`src/rtl/aes_rx_sequencer.sv`:
```
// Receive-side sequencer: frames UART bytes into the SIPO/CRC16, launches AES, hands off to Tx.
// Optional inter-byte timeout is enabled by defining RX_TIMEOUT_EN.
module aes_rx_sequencer #(
  parameter int unsigned FRAME_BYTES    = 18,
  parameter int unsigned TIMEOUT_CYCLES = 100000
) (
  input  logic       i_clk,
  input  logic       i_reset,
  input  logic       i_rx_valid,
  input  logic [7:0] i_rx_byte,
  output logic       o_sipo_shift,
  output logic [7:0] o_sipo_data,
  output logic       o_sipo_clear,
  output logic       o_crc_en,
  output logic       o_crc_clear,
  input  logic       i_crc_ok,
  output logic       o_aes_start,
  input  logic       i_aes_done,
  input  logic       i_tx_busy,
  output logic       o_tx_start,
  output logic       o_busy,
  output logic       o_frame_err,
  output logic       o_overrun
);

  typedef enum logic [2:0] {
    StIdle, StRecv, StCheck, StAesGo, StAesWait, StHandoff, StError
  } state_e;

  localparam logic [7:0] LP_LAST = 8'(FRAME_BYTES - 1);

  state_e     r_state;
  logic [7:0] r_cnt;
  logic       r_chk_wait;
  logic       r_sipo_shift;
  logic [7:0] r_sipo_data;
  logic       r_sipo_clear;
  logic       r_crc_en;
  logic       r_crc_clear;
  logic       r_aes_start;
  logic       r_tx_start;
  logic       r_busy;
  logic       r_frame_err;
  logic       r_overrun;
`ifdef RX_TIMEOUT_EN
  logic [31:0] r_gap;
`endif

  always_ff @(posedge i_clk or negedge i_reset) begin
    if (!i_reset) begin
      r_state      <= StIdle;
      r_cnt        <= 8'd0;
      r_chk_wait   <= 1'b0;
      r_sipo_shift <= 1'b0;
      r_sipo_data  <= 8'd0;
      r_sipo_clear <= 1'b1;
      r_crc_en     <= 1'b0;
      r_crc_clear  <= 1'b1;
      r_aes_start  <= 1'b0;
      r_tx_start   <= 1'b0;
      r_busy       <= 1'b0;
      r_frame_err  <= 1'b0;
      r_overrun    <= 1'b0;
`ifdef RX_TIMEOUT_EN
      r_gap        <= 32'd0;
`endif
    end else begin
      r_sipo_shift <= 1'b0;
      r_crc_en     <= 1'b0;
      r_aes_start  <= 1'b0;
      r_tx_start   <= 1'b0;
      r_frame_err  <= 1'b0;
      r_overrun    <= i_rx_valid && (r_state != StIdle) && (r_state != StRecv);

      unique case (r_state)
        StIdle: begin
          r_cnt <= 8'd0;
`ifdef RX_TIMEOUT_EN
          r_gap <= 32'd0;
`endif
          if (i_rx_valid) begin
            r_state      <= StRecv;
            r_sipo_data  <= i_rx_byte;
            r_sipo_shift <= 1'b1;
            r_crc_en     <= 1'b1;
            r_cnt        <= 8'd1;
            r_sipo_clear <= 1'b0;
            r_crc_clear  <= 1'b0;
            r_busy       <= 1'b1;
          end
        end
        StRecv: begin
          if (i_rx_valid) begin
            r_sipo_data  <= i_rx_byte;
            r_sipo_shift <= 1'b1;
            r_crc_en     <= 1'b1;
            r_cnt        <= r_cnt + 8'd1;
`ifdef RX_TIMEOUT_EN
            r_gap        <= 32'd0;
`endif
            if (r_cnt == LP_LAST) begin
              r_state    <= StCheck;
              r_chk_wait <= 1'b1;
            end
          end
`ifdef RX_TIMEOUT_EN
          else if (r_gap == 32'(TIMEOUT_CYCLES - 1)) begin
            r_state <= StError;
          end else begin
            r_gap <= r_gap + 32'd1;
          end
`endif
        end
        StCheck: begin
          // First cycle lets the CRC absorb the final byte; crc_ok is sampled on the second.
          if (r_chk_wait) begin
            r_chk_wait <= 1'b0;
          end else begin
            r_state <= i_crc_ok ? StAesGo : StError;
          end
        end
        StAesGo: begin
          r_aes_start <= 1'b1;
          r_state     <= StAesWait;
        end
        StAesWait: begin
          // A done level coincident with our own start pulse belongs to a stale result.
          if (i_aes_done && !r_aes_start) begin
            r_state <= StHandoff;
          end
        end
        StHandoff: begin
          if (!i_tx_busy) begin
            r_tx_start   <= 1'b1;
            r_state      <= StIdle;
            r_busy       <= 1'b0;
            r_sipo_clear <= 1'b1;
            r_crc_clear  <= 1'b1;
          end
        end
        StError: begin
          r_frame_err  <= 1'b1;
          r_state      <= StIdle;
          r_busy       <= 1'b0;
          r_sipo_clear <= 1'b1;
          r_crc_clear  <= 1'b1;
        end
        default: begin
          r_state <= StIdle;
          r_busy  <= 1'b0;
        end
      endcase
    end
  end

  assign o_sipo_shift = r_sipo_shift;
  assign o_sipo_data  = r_sipo_data;
  assign o_sipo_clear = r_sipo_clear;
  assign o_crc_en     = r_crc_en;
  assign o_crc_clear  = r_crc_clear;
  assign o_aes_start  = r_aes_start;
  assign o_tx_start   = r_tx_start;
  assign o_busy       = r_busy;
  assign o_frame_err  = r_frame_err;
  assign o_overrun    = r_overrun;

endmodule

```
`config.mk`:
```
export PLATFORM = sky130hd
export DESIGN_NAME = aes_rx_sequencer
export DESIGN_NICKNAME = d
export VERILOG_FILES = /design/src/rtl/aes_rx_sequencer.sv
export SDC_FILE = /design/constraint.sdc
export NUM_CORES = 1
export LEC_CHECK = 0
export ABC_AREA = 1
export CORE_ASPECT_RATIO = 2
export CORE_UTILIZATION = 40
export DETAILED_ROUTE_END_ITERATION = 10
export PLACE_DENSITY = 0.66
export SLEW_MARGIN = 30
export SYNTH_ARGS = -nofsm -noshare
export SYNTH_HDL_FRONTEND = slang
export SYNTH_SLANG_ARGS = --single-unit
```
`constraint.sdc`:
```
create_clock -name i_clk -period 3.8 [get_ports i_clk]
set_clock_uncertainty 0.2 [all_clocks]
set_input_delay 0.57 -clock i_clk [delete_from_list [all_inputs] [get_ports i_clk]]
set_output_delay 0.57 -clock i_clk [all_outputs]
set_load 0.05 [all_outputs]
```
Wiring heat map:
Scale: 6 px per micron. 9 x 17 tiles, from dark purple (low) to yellow (high), scaled to the fullest tile. Values are wire area over tile area, all layers added.
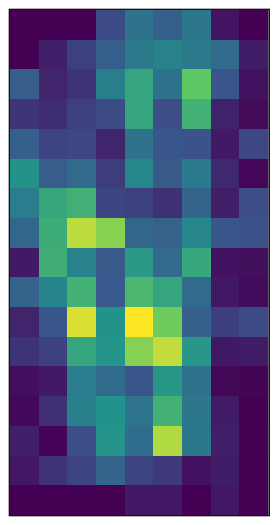
tiles over half the peak: 20%
nearly empty tiles: 12%
fullest tile: 0.40
DRT Wirelength: 2738 microns
global-route usage over all layers: 16.32%
via count: 1121
DR WL/cell: 11.90 microns

Metal 3:
Scale: 6 px per micron.
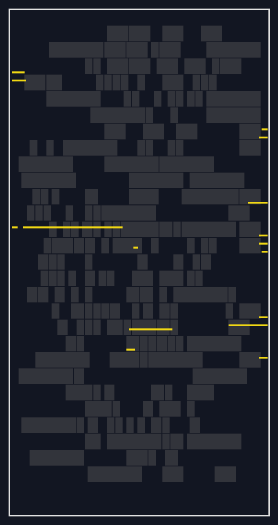
main direction: horizontal
nets with wire on the layer: 14
longest straight run: 16.3 microns
wire length on this layer: 45.5 microns
share of all routed wire: 1.7%
met3 Use GR: 1.935%

==> results.py <==
# Generated from Yosys and OpenROAD reports
metrics = {
    "synth": {
        "synthesis.nets": 184,
        "yosys_warnings": 0,
        "area_leaders": "dfrtp_1, nand2_1, inv_1",
        "synth_cell_type_count": 25,
        "synth-compound-area-share_pct": 4.171,
        "ys_seq_share_pct": 50.14,
        "synth_flops": 27,
        "synthCells": 168,
        "synth.logic.top_family": "simple AND/OR/NAND/NOR gates",
        "syn_area_per_cell_sq_um": 8.036,
        "ys_area_sq_um": 1350,
        "mux_area_share_pct": 0,
        "top_cell": "nand2_1",
        "yosys_most_used_dff": "dfrtp_1",
        "edf_count": 0,
        "ys_sh_simple_pct": 34.94,
        "adder_share_pct": 1.854,
        "top_cell_area_share_pct": 48.19,
        "xor_area_share_pct": 0,
        "top_area_cell": "dfrtp_1",
    },
    "finish": {
        "comb_cells": 114,
        "regArea_sq_um": 676.9,
        "layout_top_cell": "nand2_1",
        "area_delta_synth_final_pct": 26.78,
        "seq_share_pct": 39.55,
        "diodes": 0,
        "drive_above_1_share_pct": 11.06,
        "most-common-layout-cells": "nand2_1, clkdlybuf4s50_1, dfrtp_1, inv_1, nor2_1",
        "sh_comb_area_pct": 32.31,
        "finalCoreUtilization_pct": 53.61,
        "dominant_cells": "registers",
        "comb_area_sq_um": 553.0,
        "nets": 216,
        "buf_share_pct": 17.98,
        "ff_count": 27,
        "final_area_sq_um": 1712,
        "clkCellAreaFrac_pct": 2.851,
        "buffers": 31,
    },
    "sta": {
        "whs_ns": 0.2874,
        "timing.final.crit_share_pct": 62.72,
        "relSlewSlack_pct": 65.82,
        "rsz0062_at_grt": "false",
        "tns_ns": 0,
        "worstMarginPinSlew_ns": 0.5111,
        "finalSetupViolCount": 0,
        "maxSlewViolCount": 0,
        "period_minus_slack_ns": 2.383,
        "fin_ws_ns": 1.417,
        "fmax_ghz": 0.4196,
    },
    "critical_path": {
        "cp_cell_sequence": "clkdlybuf4s50_1",
        "rr_endpoint": "r_state[0]$_DFFE_PN0P_",
        "worstPathArrival_ns": 1.61,
        "worst-path-buf-inv": 1,
        "crit_cells": 1,
        "startpoint": "o_crc_clear$_DFFE_PN1P_",
        "cp-end-kind": "output pin",
        "cp-endpoint": "o_sipo_clear",
        "r2r_start": "r_state[0]$_DFFE_PN0P_",
        "crit_path_top_delay_cell": "clkdlybuf4s50_1",
        "cp_data_required_time_ns": 3.03,
        "max_stage_delay_ns": 0.79,
        "cp_max_fo": 3,
        "rrSetupSlack_ns": 2.23,
        "path_class": "register to output pin",
        "rr_worst_depth": 5,
        "crit_family": "buffers and inverters",
    },
    "power": {
        "power-per-cell-area_nw_per_um2": 442.5,
        "p_sw_share_pct": 37.41,
        "finalPower_mw": 0.7573,
        "internal-power_mw": 0.4740,
        "combPwrFrac_pct": 32.7,
        "clkPwrFrac_pct": 21.8,
        "power.leakage_nw": 0.8492,
        "seq-power_mw": 0.345,
        "p_sw_mw": 0.2833,
        "vdd_ir_drop_max_uv": 268.6,
    },
    "clocking": {
        "cts.clk_slew.worst_paths_ns": 0.09,
        "h-tree-depth": 1,
        "cts_tree": "done",
        "clock_sinks": 27,
        "cts_made_buffers": 3,
        "ctsResizeCount": 0,
        "cts_buffer_depth": 2,
        "clk_latency_ns": 0.27,
        "root_buffer": "clkbuf_8",
    },
    "floorplan": {
        "rows": 29,
        "coreArea_sq_um": 3193,
        "dieHeight_microns": 84.16,
        "die_area_sq_um": 3626,
        "nWellTaps": 31,
        "fp_util_pct": 42.28,
    },
    "min_path": {
        "min_path_type": "register to register",
        "holdPathStages": 2,
        "hp-start": "o_sipo_data[1]$_DFFE_PN0P_",
    },
    "global_routing": {
        "busiest_layer": "met2",
        "overflow": 0,
        "grt_use_met1_pct": 17.43,
        "antenna_found_initial": 0,
        "grt_pass1_vias": 1115,
        "grt_start_max_net_pins": 28,
        "use_met2_pct": 30.53,
        "grt_first_pass_wirelength_microns": 4574,
    },
    "detailed_routing": {
        "wl_met1_microns": 1068,
        "highest_layer": "met4",
        "drt_iter0_drc": 19,
        "drtPass1Iterations": 4,
        "drc": 0,
        "wl_met2_microns": 1582,
        "wl_met3_microns": 45,
    },
    "flow_run": {
        "warning_count": 27,
        "drv_cap": 0,
    },
    "placed_design": {
        "placed_cells": 226,
        "place_congestion": 0.7602,
        "dp_slack_ns": 1.716,
        "port_buffers": 30,
    },
    "outcome": {
        "status": "complete, no violations",
    },
}
No activity file was given, so power comes from the tool's default toggle rates.
